===== src/rtl/branch_resolve_if.sv =====
// Fetch lookup, execute resolution and registered result bundle of the branch resolve unit.
// The master drives fetch/execute inputs; the slave (the unit) returns prediction and results.
interface branch_resolve_if #(
    parameter int DATA_WIDTH = 32,
    parameter int CNT_WIDTH  = 16
);
    logic [DATA_WIDTH-1:0] lookup_pc;
    logic                  lookup_pred;
    logic                  ex_valid;
    logic [2:0]            ex_funct3;
    logic [DATA_WIDTH-1:0] ex_rs1;
    logic [DATA_WIDTH-1:0] ex_rs2;
    logic [DATA_WIDTH-1:0] ex_pc;
    logic [DATA_WIDTH-1:0] ex_imm;
    logic                  ex_pred_taken;
    logic                  res_valid;
    logic                  res_taken;
    logic                  res_mispredict;
    logic                  res_illegal;
    logic [DATA_WIDTH-1:0] res_redirect_pc;
    logic [CNT_WIDTH-1:0]  mispredict_cnt;

    modport master (
        output lookup_pc, ex_valid, ex_funct3, ex_rs1, ex_rs2, ex_pc, ex_imm, ex_pred_taken,
        input  lookup_pred, res_valid, res_taken, res_mispredict, res_illegal,
               res_redirect_pc, mispredict_cnt
    );

    modport slave (
        input  lookup_pc, ex_valid, ex_funct3, ex_rs1, ex_rs2, ex_pc, ex_imm, ex_pred_taken,
        output lookup_pred, res_valid, res_taken, res_mispredict, res_illegal,
               res_redirect_pc, mispredict_cnt
    );
endinterface


===== src/rtl/branch_resolve_unit.sv =====
// RISC-V conditional branch resolution with a bimodal 2-bit-counter BHT,
// one-cycle registered result and a saturating mispredict statistic.
module branch_resolve_unit #(
    parameter int DATA_WIDTH = 32,
    parameter int BHT_DEPTH  = 64,
    parameter int CNT_WIDTH  = 16
) (
    input  logic            clk,
    input  logic            rst,
    branch_resolve_if.slave bus
);
    localparam int BHT_IDX = $clog2(BHT_DEPTH);

    logic [1:0]         bht [BHT_DEPTH];
    logic [BHT_IDX-1:0] lookup_idx;
    logic [BHT_IDX-1:0] ex_idx;
    logic [1:0]         ctr;
    logic [1:0]         ctr_next;
    logic               legal;
    logic               taken;
    logic               mispredict;
    logic               unused_lookup_bits;

    assign lookup_idx      = bus.lookup_pc[BHT_IDX+1:2];
    assign ex_idx          = bus.ex_pc[BHT_IDX+1:2];
    assign bus.lookup_pred = bht[lookup_idx][1];
    assign unused_lookup_bits = ^{bus.lookup_pc[DATA_WIDTH-1:BHT_IDX+2], bus.lookup_pc[1:0]};

    always_comb begin
        legal = 1'b1;
        taken = 1'b0;
        case (bus.ex_funct3)
            3'b000:  taken = (bus.ex_rs1 == bus.ex_rs2);
            3'b001:  taken = (bus.ex_rs1 != bus.ex_rs2);
            3'b100:  taken = ($signed(bus.ex_rs1) <  $signed(bus.ex_rs2));
            3'b101:  taken = ($signed(bus.ex_rs1) >= $signed(bus.ex_rs2));
            3'b110:  taken = (bus.ex_rs1 <  bus.ex_rs2);
            3'b111:  taken = (bus.ex_rs1 >= bus.ex_rs2);
            default: legal = 1'b0;
        endcase
    end

    // Saturating 2-bit counter step for the entry being resolved
    always_comb begin
        ctr      = bht[ex_idx];
        ctr_next = ctr;
        if (taken) begin
            if (ctr != 2'b11) ctr_next = ctr + 2'd1;
        end else begin
            if (ctr != 2'b00) ctr_next = ctr - 2'd1;
        end
    end

    assign mispredict = bus.ex_valid & legal & (taken != bus.ex_pred_taken);

    always_ff @(posedge clk or posedge rst) begin
        if (rst) begin
            for (int i = 0; i < BHT_DEPTH; i++) bht[i] <= 2'b01;
            bus.res_valid       <= 1'b0;
            bus.res_taken       <= 1'b0;
            bus.res_mispredict  <= 1'b0;
            bus.res_illegal     <= 1'b0;
            bus.res_redirect_pc <= '0;
            bus.mispredict_cnt  <= '0;
        end else begin
            bus.res_valid      <= bus.ex_valid;
            bus.res_taken      <= bus.ex_valid & taken;
            bus.res_mispredict <= mispredict;
            bus.res_illegal    <= bus.ex_valid & ~legal;
            // Redirect holds its last value across idle cycles
            if (bus.ex_valid) begin
                bus.res_redirect_pc <= taken ? (bus.ex_pc + bus.ex_imm)
                                             : (bus.ex_pc + DATA_WIDTH'(4));
            end
            if (bus.ex_valid && legal) bht[ex_idx] <= ctr_next;
            if (mispredict && (bus.mispredict_cnt != {CNT_WIDTH{1'b1}})) begin
                bus.mispredict_cnt <= bus.mispredict_cnt + CNT_WIDTH'(1);
            end
        end
    end
endmodule


===== src/flat_wrapper.sv =====
// flat-port wrapper written by rule: the top's interface ports become plain ports
module branch_resolve_unit_flat 
#(
    parameter int DATA_WIDTH = 32,
    parameter int BHT_DEPTH  = 64,
    parameter int CNT_WIDTH  = 16
)
  (clk, rst, bus_lookup_pc, bus_ex_valid, bus_ex_funct3, bus_ex_rs1, bus_ex_rs2, bus_ex_pc, bus_ex_imm, bus_ex_pred_taken, bus_lookup_pred, bus_res_valid, bus_res_taken, bus_res_mispredict, bus_res_illegal, bus_res_redirect_pc, bus_mispredict_cnt);
  branch_resolve_if #(.DATA_WIDTH(DATA_WIDTH), .CNT_WIDTH(CNT_WIDTH)) bus_i ();
  input  logic clk;
  input  logic rst;
  input wire logic [$bits(bus_i.lookup_pc)-1:0] bus_lookup_pc;
  input wire logic [$bits(bus_i.ex_valid)-1:0] bus_ex_valid;
  input wire logic [$bits(bus_i.ex_funct3)-1:0] bus_ex_funct3;
  input wire logic [$bits(bus_i.ex_rs1)-1:0] bus_ex_rs1;
  input wire logic [$bits(bus_i.ex_rs2)-1:0] bus_ex_rs2;
  input wire logic [$bits(bus_i.ex_pc)-1:0] bus_ex_pc;
  input wire logic [$bits(bus_i.ex_imm)-1:0] bus_ex_imm;
  input wire logic [$bits(bus_i.ex_pred_taken)-1:0] bus_ex_pred_taken;
  output wire logic [$bits(bus_i.lookup_pred)-1:0] bus_lookup_pred;
  output wire logic [$bits(bus_i.res_valid)-1:0] bus_res_valid;
  output wire logic [$bits(bus_i.res_taken)-1:0] bus_res_taken;
  output wire logic [$bits(bus_i.res_mispredict)-1:0] bus_res_mispredict;
  output wire logic [$bits(bus_i.res_illegal)-1:0] bus_res_illegal;
  output wire logic [$bits(bus_i.res_redirect_pc)-1:0] bus_res_redirect_pc;
  output wire logic [$bits(bus_i.mispredict_cnt)-1:0] bus_mispredict_cnt;
  assign bus_i.lookup_pc = bus_lookup_pc;
  assign bus_i.ex_valid = bus_ex_valid;
  assign bus_i.ex_funct3 = bus_ex_funct3;
  assign bus_i.ex_rs1 = bus_ex_rs1;
  assign bus_i.ex_rs2 = bus_ex_rs2;
  assign bus_i.ex_pc = bus_ex_pc;
  assign bus_i.ex_imm = bus_ex_imm;
  assign bus_i.ex_pred_taken = bus_ex_pred_taken;
  assign bus_lookup_pred = bus_i.lookup_pred;
  assign bus_res_valid = bus_i.res_valid;
  assign bus_res_taken = bus_i.res_taken;
  assign bus_res_mispredict = bus_i.res_mispredict;
  assign bus_res_illegal = bus_i.res_illegal;
  assign bus_res_redirect_pc = bus_i.res_redirect_pc;
  assign bus_mispredict_cnt = bus_i.mispredict_cnt;
  branch_resolve_unit #(.DATA_WIDTH(DATA_WIDTH), .BHT_DEPTH(BHT_DEPTH), .CNT_WIDTH(CNT_WIDTH)) u_core (.clk(clk), .rst(rst), .bus(bus_i));
endmodule

===== config.mk =====
export PLATFORM = sky130hd
export DESIGN_NAME = branch_resolve_unit_flat
export DESIGN_NICKNAME = d
export VERILOG_FILES = /design/src/rtl/branch_resolve_if.sv /design/src/rtl/branch_resolve_unit.sv /design/src/flat_wrapper.sv
export SDC_FILE = /design/constraint.sdc
export NUM_CORES = 1
export LEC_CHECK = 0
export CELL_PAD_IN_SITES_DETAIL_PLACEMENT = 1
export CELL_PAD_IN_SITES_GLOBAL_PLACEMENT = 1
export CORE_MARGIN = 2
export CORE_UTILIZATION = 38
export CTS_BUF_LIST = sky130_fd_sc_hd__clkbuf_4
export DETAILED_ROUTE_END_ITERATION = 8
export PLACE_DENSITY = 0.81
export SETUP_SLACK_MARGIN = 0.02
export SLEW_MARGIN = 20
export SYNTH_ARGS = -nofsm -noshare
export SYNTH_HDL_FRONTEND = slang
export SYNTH_SLANG_ARGS = --single-unit

===== constraint.sdc =====
create_clock -name clk -period 5.6 [get_ports clk]
set_input_delay 0.84 -clock clk [delete_from_list [all_inputs] [get_ports clk]]
set_output_delay 0.84 -clock clk [all_outputs]
set_load 0.02 [all_outputs]

congestion_map.png
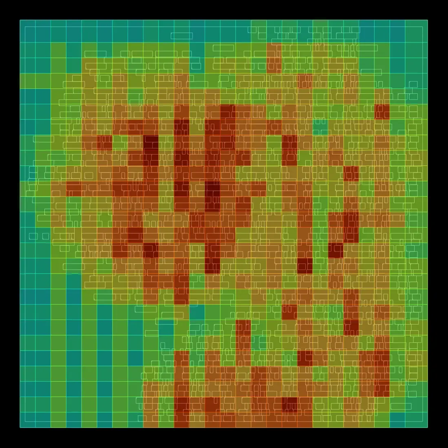
layer with the highest usage: met2
M3 GR Usage: 0.04091
Total GRT Usage: 0.2357
WL/cell: 21.57 µm

m1.png
The bar under the picture is 50 µm long. Supply wires on this layer in grey.
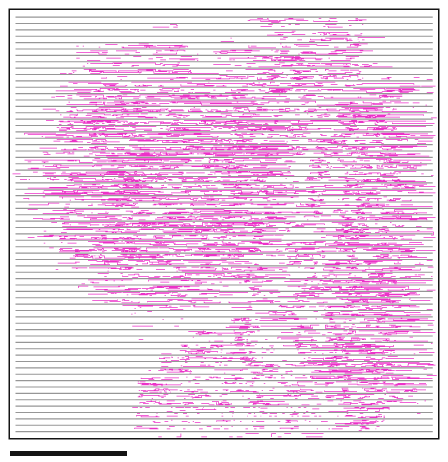
share of all routed wire	42%
longest straight run	42.3 µm
main direction	horizontal
wire length on this layer	16,100 µm
nets with wire on the layer	1,480

closeup.png
The bar under the picture is 10 µm long. Region (117, 26) to (157, 66) µm. Cells in grey, sequential cells in the stronger grey; small squares are vias.
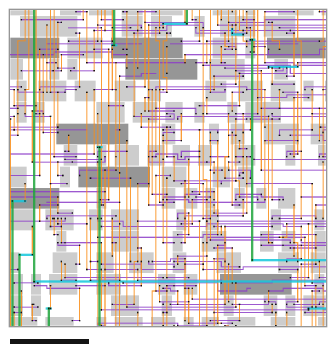
colour	layer
cyan	M3
purple	M1
green	M4
orange	M2
sequential cells in the window	8
netlist names of flops here include	u_core.bus.res_redirect_pc (8)
cells with their middle in the window	98
most frequent	nor2_1 (12), nand2_1 (12), dfrtp_1 (8)

m3.png
The bar under the picture is 50 µm long. Cells faint in the background.
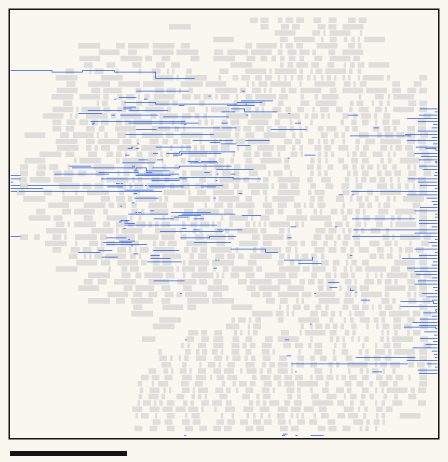
share of all routed wire	5.9%
wire length on this layer	2,300 µm
longest straight run	60.7 µm
main direction	horizontal

gates.png
The bar under the picture is 50 µm long.
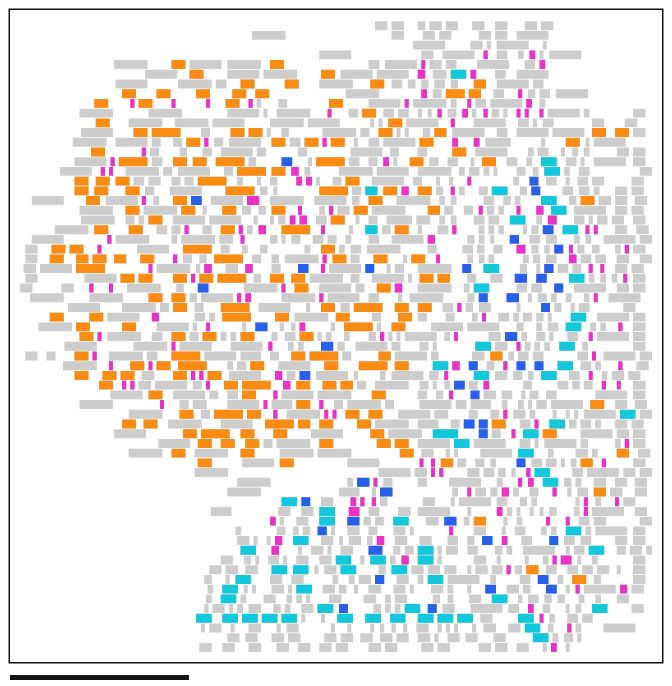
colour	family	cells	most used
cyan	fa/ha/maj cells	68	ha_1
orange	mux cells	189	mux2_2
magenta	nor cells	164	nor2_1
blue	non-inverting ao/oa cells	46	a21o_1

==> metrics.cfg <==
[cts]
clk_path_buf_depth=2
worstSkewPairLatency_ns=0.61
cts.repair.resized=0
htreeDepth=4
cts-hold-fix-buffers=0
cts_tree=done
clk_root_buffer_cell=clkbuf_4
numCtsBuffers=17
cts_setup_buffers=0

[timing]
finalCriticalPeriod_ns=4.795
fmax_mhz=208.5
drv_slew=0
fin_skew_ns=0.03428
slew_headroom=0.3839
hold_slack_ns=0.5192
tns_ns=0
grt_setup_unrepaired=no

[synth]
xor_share=0.04844
ys_sh_adder=0.07043
synthCells=1201
synth_top_cell_by_count=mux2_2
top_logic_kind=multiplexers
common_cells=146 x mux2_2, 116 x dfrtp_1, 116 x nor2_1, 83 x nand2_1, 71 x a21oi_1
yosys_most_used_dff=dfrtp_1
ys_seq_frac=0.3784
ys.warnings.count=0
yosys.cell_types.count=71
ys_ff=180
syn_nets=1434
ys_sh_aoi=0.1295
area_leaders=dfrtp_1 24%, dfstp_2 14%, mux2_2 14%
async_flop_share=1.000

[min_path]
hold_class=flip-flop to flip-flop
hp-start=u_core.bus.mispredict_cnt[12]
holdPathStages=1

[pwr]
p_int_mw=2.234
p_clk_mw=0.780
p_comb_frac=0.314
p_leak_nw=6.333
clkPwrFrac=0.223
power-top-group=registers
sw_frac_of_total=0.3604
ir_worst_vdd_v=0.0001302

[status]
status=complete, no violations

[placed_design]
dp_cells=1766
place.gp.congestion=0.8714
io_buffers=193
placed_area_um2=14540
preCtsSetupSlack_ns=0.5869

[worst_setup_path]
crit_chain=clkdlybuf4s50_1 -> buf_4 -> mux4_2 -> mux4_2 -> mux4_2 -> clkdlybuf4s50_1
slowest_stage=clkdlybuf4s50_1
cp_max_fo=9
cp.required_ns=4.76
path_common_cell=mux4_2
worstReg2RegEnd=u_core.bht[98]
cp_top_family=buffers and inverters
setup.worst_path.class=input port to output port
rrSetupSlack_ns=2.39
slowest_delay_ns=0.83
setup.worst_path.start_class=input port
path_depth=6
cp_num_buf_inv=3
cp.arrival_ns=3.96
crit_end=bus_lookup_pred

[global_routing]
met1_usage=0.3017
antenna_found_initial=1
met2_usage=0.4005
grt_pass1_vias=11130
grt_max_degree=152

[run]
maxCapViolations=0
warnings=54

[final_layout]
area_growth_syn_to_layout_pct=22.54
comb_cells=909
comb_area_um2=7092
drive_gt1_frac=0.2199
post-route-util=0.4717
nets=1616
seq_cells=180
buf_share=0.1453
seqCellArea_um2=4584
reg_top3=u_core.bht (128), u_core.bus.res_redirect_pc (32), u_core.bus.mispredict_cnt (16)
comb_share=0.4777
n_clock_buffer=18
inverters_excl_clock=54
final_cell_mix=191 x clkdlybuf4s50_1, 146 x mux2_2, 116 x nor2_1, 116 x dfrtp_1, 83 x nand2_1
clk_share=0.02031
largest_class=multi-input combinational cells
final_cell_count_no_fill=1799
sh_seq_area=0.3088

[routing]
ant_nets=0
vias_per_cell=5.830
drtPass1Iterations=5
finalWirelength_mm=38.80
wl_met3_mm=2.295
drt_iter0_drc=776
wl_met2_mm=19.06

[die]
fp_util=0.3849
core_area_um2=31470
io_pins=220
die_w_um=182.6
die_h_um=182.6
die_area_um2=33330
rows=65

Power and IR drop assume default switching activity.
